$ cat src/rtl/ps2_keymatrix_pkg.sv
// Shared definitions for the PS/2 keyboard front end.
// Holds the receive-frame state type, PS/2 prefix byte values, the
// caps-lock scancode and the TI-99/4A matrix index constants for the
// column-0 modifier keys.
package ps2_keymatrix_pkg;

  typedef enum logic [1:0] {
    ST_IDLE,
    ST_DATA,
    ST_PARITY,
    ST_STOP
  } frame_state_t;

  localparam logic [7:0] CODE_EXT   = 8'hE0;
  localparam logic [7:0] CODE_BRK   = 8'hF0;
  localparam logic [7:0] CODE_PAUSE = 8'hE1;
  localparam logic [7:0] CODE_CAPS  = 8'h58;

  localparam logic [5:0] IDX_EQUALS = 6'd0;
  localparam logic [5:0] IDX_SPACE  = 6'd1;
  localparam logic [5:0] IDX_ENTER  = 6'd2;
  localparam logic [5:0] IDX_FCTN   = 6'd4;
  localparam logic [5:0] IDX_SHIFT  = 6'd5;
  localparam logic [5:0] IDX_CTRL   = 6'd6;

  // Keyboard status/ack bytes that carry no key information.
  function automatic logic is_ignored(input logic [7:0] b);
    return (b == 8'hAA) || (b == 8'hFA) || (b == 8'hEE) ||
           (b == 8'h00) || (b == 8'hFF);
  endfunction

endpackage

$ cat src/rtl/ps2_keymap.sv
// Scancode (set 2) to TI-99/4A key matrix position table.
// Ports:
//   ext   : 1 when the code was preceded by an 0xE0 prefix
//   code  : PS/2 scancode byte
//   hit   : 1 when the code maps to a matrix key
//   index : matrix position, column*8 + row (valid when hit = 1)
module ps2_keymap
  import ps2_keymatrix_pkg::*;
(
  input  logic       ext,
  input  logic [7:0] code,
  output logic       hit,
  output logic [5:0] index
);

  always_comb begin
    hit   = 1'b1;
    index = 6'd0;
    case ({ext, code})
      // column 0: modifiers and wide keys
      {1'b0, 8'h55}: index = IDX_EQUALS;
      {1'b0, 8'h29}: index = IDX_SPACE;
      {1'b0, 8'h5A}: index = IDX_ENTER;
      {1'b0, 8'h11}: index = IDX_FCTN;
      {1'b0, 8'h12}: index = IDX_SHIFT;
      {1'b0, 8'h59}: index = IDX_SHIFT;
      {1'b0, 8'h14}: index = IDX_CTRL;
      {1'b1, 8'h14}: index = IDX_CTRL;
      {1'b1, 8'h11}: index = IDX_FCTN;
      {1'b1, 8'h5A}: index = IDX_ENTER;
      // column 1: . L O 9 2 S W X
      {1'b0, 8'h49}: index = 6'd8;
      {1'b0, 8'h4B}: index = 6'd9;
      {1'b0, 8'h44}: index = 6'd10;
      {1'b0, 8'h46}: index = 6'd11;
      {1'b0, 8'h1E}: index = 6'd12;
      {1'b0, 8'h1B}: index = 6'd13;
      {1'b0, 8'h1D}: index = 6'd14;
      {1'b0, 8'h22}: index = 6'd15;
      // column 2: , K I 8 3 D E C
      {1'b0, 8'h41}: index = 6'd16;
      {1'b0, 8'h42}: index = 6'd17;
      {1'b0, 8'h43}: index = 6'd18;
      {1'b0, 8'h3E}: index = 6'd19;
      {1'b0, 8'h26}: index = 6'd20;
      {1'b0, 8'h23}: index = 6'd21;
      {1'b0, 8'h24}: index = 6'd22;
      {1'b0, 8'h21}: index = 6'd23;
      // column 3: M J U 7 4 F R V
      {1'b0, 8'h3A}: index = 6'd24;
      {1'b0, 8'h3B}: index = 6'd25;
      {1'b0, 8'h3C}: index = 6'd26;
      {1'b0, 8'h3D}: index = 6'd27;
      {1'b0, 8'h25}: index = 6'd28;
      {1'b0, 8'h2B}: index = 6'd29;
      {1'b0, 8'h2D}: index = 6'd30;
      {1'b0, 8'h2A}: index = 6'd31;
      // column 4: N H Y 6 5 G T B
      {1'b0, 8'h31}: index = 6'd32;
      {1'b0, 8'h33}: index = 6'd33;
      {1'b0, 8'h35}: index = 6'd34;
      {1'b0, 8'h36}: index = 6'd35;
      {1'b0, 8'h2E}: index = 6'd36;
      {1'b0, 8'h34}: index = 6'd37;
      {1'b0, 8'h2C}: index = 6'd38;
      {1'b0, 8'h32}: index = 6'd39;
      // column 5: / ; P 0 1 A Q Z
      {1'b0, 8'h4A}: index = 6'd40;
      {1'b0, 8'h4C}: index = 6'd41;
      {1'b0, 8'h4D}: index = 6'd42;
      {1'b0, 8'h45}: index = 6'd43;
      {1'b0, 8'h16}: index = 6'd44;
      {1'b0, 8'h1C}: index = 6'd45;
      {1'b0, 8'h15}: index = 6'd46;
      {1'b0, 8'h1A}: index = 6'd47;
      default:       hit   = 1'b0;
    endcase
  end

endmodule

$ cat src/rtl/ps2_keymatrix.sv
// Receive-only PS/2 keyboard front end producing the TI-99/4A key matrix
// image and alpha-lock level.
// Ports:
//   clk         : system clock
//   reset_n     : asynchronous active-low reset
//   ps2_clk     : raw PS/2 clock pin (asynchronous)
//   ps2_data    : raw PS/2 data pin (asynchronous)
//   key_state   : key-down bitmap, index = column*8 + row, 1 = pressed
//   alpha_state : alpha lock engaged
//   frame_err   : one-cycle pulse on parity/stop error or frame timeout
module ps2_keymatrix
  import ps2_keymatrix_pkg::*;
#(
  parameter int FILTER_LEN = 8,
  parameter int TIMEOUT    = 65536
) (
  input  logic        clk,
  input  logic        reset_n,
  input  logic        ps2_clk,
  input  logic        ps2_data,
  output logic [0:47] key_state,
  output logic        alpha_state,
  output logic        frame_err
);

  localparam int FW = $clog2(FILTER_LEN + 1);
  localparam int TW = $clog2(TIMEOUT + 1);

  logic [1:0]    clk_sync;
  logic [1:0]    data_sync;
  logic          filt_clk;
  logic [FW-1:0] filt_cnt;
  logic          strike;
  logic          strike_bit;

  frame_state_t  state;
  logic [2:0]    bit_cnt;
  logic [7:0]    shreg;
  logic [TW-1:0] to_cnt;
  logic          byte_vld;
  logic [7:0]    byte_q;

  logic          ext;
  logic          brk;
  logic [2:0]    skip;
  logic          map_hit;
  logic [5:0]    map_idx;

  // Synchronise both pins, debounce the clock, and produce a one-cycle
  // strike on each accepted falling edge together with the data level.
  always_ff @(posedge clk or negedge reset_n) begin
    if (!reset_n) begin
      clk_sync   <= 2'b11;
      data_sync  <= 2'b11;
      filt_clk   <= 1'b1;
      filt_cnt   <= '0;
      strike     <= 1'b0;
      strike_bit <= 1'b1;
    end else begin
      clk_sync   <= {clk_sync[0], ps2_clk};
      data_sync  <= {data_sync[0], ps2_data};
      strike     <= 1'b0;
      strike_bit <= data_sync[1];
      if (clk_sync[1] == filt_clk) begin
        filt_cnt <= '0;
      end else if (filt_cnt == FW'(FILTER_LEN - 1)) begin
        filt_clk <= clk_sync[1];
        filt_cnt <= '0;
        strike   <= filt_clk & ~clk_sync[1];
      end else begin
        filt_cnt <= filt_cnt + 1'b1;
      end
    end
  end

  // Frame receiver. A strike always reloads the timeout counter, so a
  // strike coinciding with expiry keeps the frame alive.
  always_ff @(posedge clk or negedge reset_n) begin
    if (!reset_n) begin
      state     <= ST_IDLE;
      bit_cnt   <= '0;
      shreg     <= '0;
      to_cnt    <= '0;
      byte_vld  <= 1'b0;
      byte_q    <= '0;
      frame_err <= 1'b0;
    end else begin
      byte_vld  <= 1'b0;
      frame_err <= 1'b0;
      if (strike) begin
        to_cnt <= '0;
        case (state)
          ST_IDLE: begin
            // a high "start bit" is line noise, not a frame
            if (!strike_bit) begin
              state   <= ST_DATA;
              bit_cnt <= '0;
            end
          end
          ST_DATA: begin
            shreg   <= {strike_bit, shreg[7:1]};
            bit_cnt <= bit_cnt + 3'd1;
            if (bit_cnt == 3'd7) state <= ST_PARITY;
          end
          ST_PARITY: begin
            // odd parity: data plus parity must hold an odd count of ones
            if ((^shreg) ^ strike_bit) begin
              state <= ST_STOP;
            end else begin
              state     <= ST_IDLE;
              frame_err <= 1'b1;
            end
          end
          ST_STOP: begin
            state <= ST_IDLE;
            if (strike_bit) begin
              byte_vld <= 1'b1;
              byte_q   <= shreg;
            end else begin
              frame_err <= 1'b1;
            end
          end
          default: state <= ST_IDLE;
        endcase
      end else if (state != ST_IDLE) begin
        if (to_cnt == TW'(TIMEOUT - 1)) begin
          state     <= ST_IDLE;
          frame_err <= 1'b1;
          to_cnt    <= '0;
        end else begin
          to_cnt <= to_cnt + 1'b1;
        end
      end else begin
        to_cnt <= '0;
      end
    end
  end

  ps2_keymap u_keymap (
    .ext   (ext),
    .code  (byte_q),
    .hit   (map_hit),
    .index (map_idx)
  );

  // Prefix tracking and key bitmap update.
  always_ff @(posedge clk or negedge reset_n) begin
    if (!reset_n) begin
      ext         <= 1'b0;
      brk         <= 1'b0;
      skip        <= '0;
      key_state   <= '0;
      alpha_state <= 1'b0;
    end else if (byte_vld) begin
      if (skip != 3'd0) begin
        // pause sequence body is swallowed whole, prefixes included
        skip <= skip - 3'd1;
        if (skip == 3'd1) begin
          ext <= 1'b0;
          brk <= 1'b0;
        end
      end else if (byte_q == CODE_PAUSE) begin
        skip <= 3'd7;
      end else if (byte_q == CODE_EXT) begin
        ext <= 1'b1;
      end else if (byte_q == CODE_BRK) begin
        brk <= 1'b1;
      end else if (is_ignored(byte_q)) begin
        ext <= 1'b0;
        brk <= 1'b0;
      end else begin
        if (map_hit) key_state[map_idx] <= ~brk;
        // caps lock is a toggle on every make, repeats included
        if (!ext && !brk && byte_q == CODE_CAPS) alpha_state <= ~alpha_state;
        ext <= 1'b0;
        brk <= 1'b0;
      end
    end
  end

endmodule

$ cat config.mk
export PLATFORM = sky130hd
export DESIGN_NAME = ps2_keymatrix
export DESIGN_NICKNAME = d
export VERILOG_FILES = /design/src/rtl/ps2_keymatrix_pkg.sv /design/src/rtl/ps2_keymap.sv /design/src/rtl/ps2_keymatrix.sv
export SDC_FILE = /design/constraint.sdc
export NUM_CORES = 1
export LEC_CHECK = 0
export CORE_UTILIZATION = 58
export CTS_CLUSTER_DIAMETER = 150
export DETAILED_ROUTE_END_ITERATION = 16
export HOLD_SLACK_MARGIN = 0.12
export PLACE_DENSITY = 0.78
export SLEW_MARGIN = 20
export SYNTH_ARGS = -nofsm -noshare
export SYNTH_HDL_FRONTEND = slang
export SYNTH_SLANG_ARGS = --single-unit
$ cat constraint.sdc
create_clock -name clk -period 3.6 [get_ports clk]
set_input_delay 0.72 -clock clk [delete_from_list [all_inputs] [get_ports clk]]
set_output_delay 0.72 -clock clk [all_outputs]
set_load 0.05 [all_outputs]
Figure 1. Routed metal, one colour a layer.
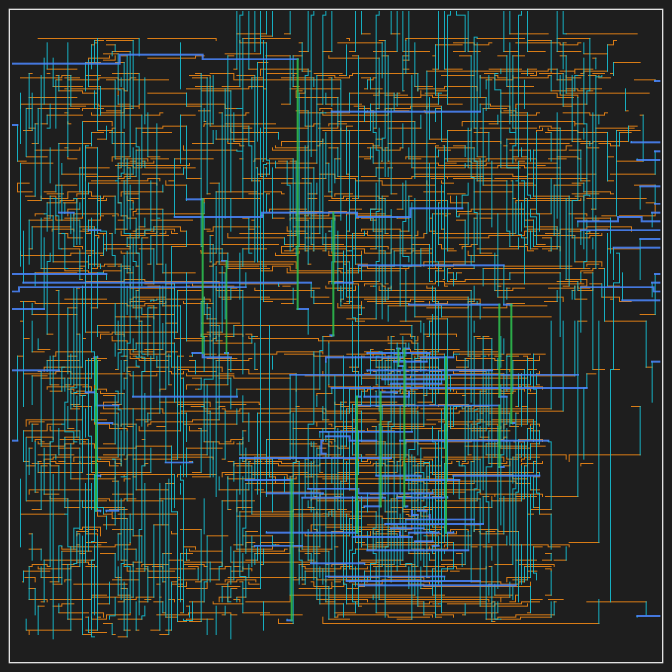
[metal 4] green | wire length: 277 um
[metal 1] orange | wire length: 6110 um
[metal 2] cyan | wire length: 7090 um
[metal 3] blue | wire length: 904 um

Figure 2. Cell sizes after repair.
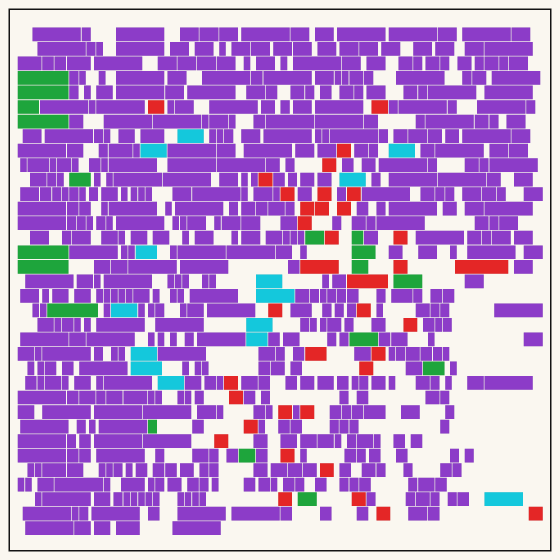
[_6 and larger] cyan | cells: 14 | most used: clkbuf_8
[_2 cells] green | cells: 18 | most used: dfstp_2
[_0 and _1 cells] purple | cells: 604 | most used: dfrtp_1
[_3 and _4 cells] red | cells: 36 | most used: buf_4
worst setup slack after layout: 0.3232 ns
area delta synth->final: 16.73%
Design Area, Final: 6653 um2
Plain + repair buffers: 84

==> flow_summary.ini <==
; implementation run metrics
[synth]
aoi_share = 0.1585
yosys_register_bits = 105
yosysWarnings = 0
ys_chip_area_um2 = 5699
top_area_frac = 0.4347
yosys.area_share.simple = 0.2299
postSynth.asyncResetShare = 1.000
syn_inst = 613

[critical_path]
endpoint = key_state[47]
setup.worst_path.end_class = flop
critPathKind = reg -> reg

[grt]
top_usage_layer = met2
met3_usage = 0.06519
antenna_found_initial = 0

[power]
power_density_nw_per_um2 = 299.2
finalPower_uw = 1991

[clock_network]
htreeDepth = 3
clock_latency_ns = 0.37
clkTransAtPathRegs_ns = 0.12

[detailed_routing]
wire_per_inst_um = 17.95

[place]
place_worst_setup_slack_ns = 0.4017

[finish]
fin_cells = 801
lay_top_count = dfrtp_1

[run]
drv_cap = 0

[sta]
tns_ns = 0

[outcome]
outcome = complete, no violations
layout make-up:
type	instances	area [um2]	area share
multi-input combinational	438	2773	0.4168
sequential	105	2635	0.3961
timing repair buffer	84	785.8	0.1181
tap	129	161.4	0.02426
clock buffer	10	127.6	0.01918
inverter	29	108.9	0.01636
clock inverter	6	61.31	0.009216
where the power goes:
part           internal (uW)  switching (uW)  total (uW)
Clock                    270             453         722
Sequential              1200            11.4        1210
Combinational           21.2            37.4        58.6
state kept, by name, indices dropped and copies added (netlist names), 2 cells and up:
name       flops
to_cnt        17
shreg          8
bit_cnt        3
data_sync      2
skip           3
key_state     48
state          2
filt_cnt       4
byte_q         8
clk_sync       2
Power and IR drop assume default switching activity.
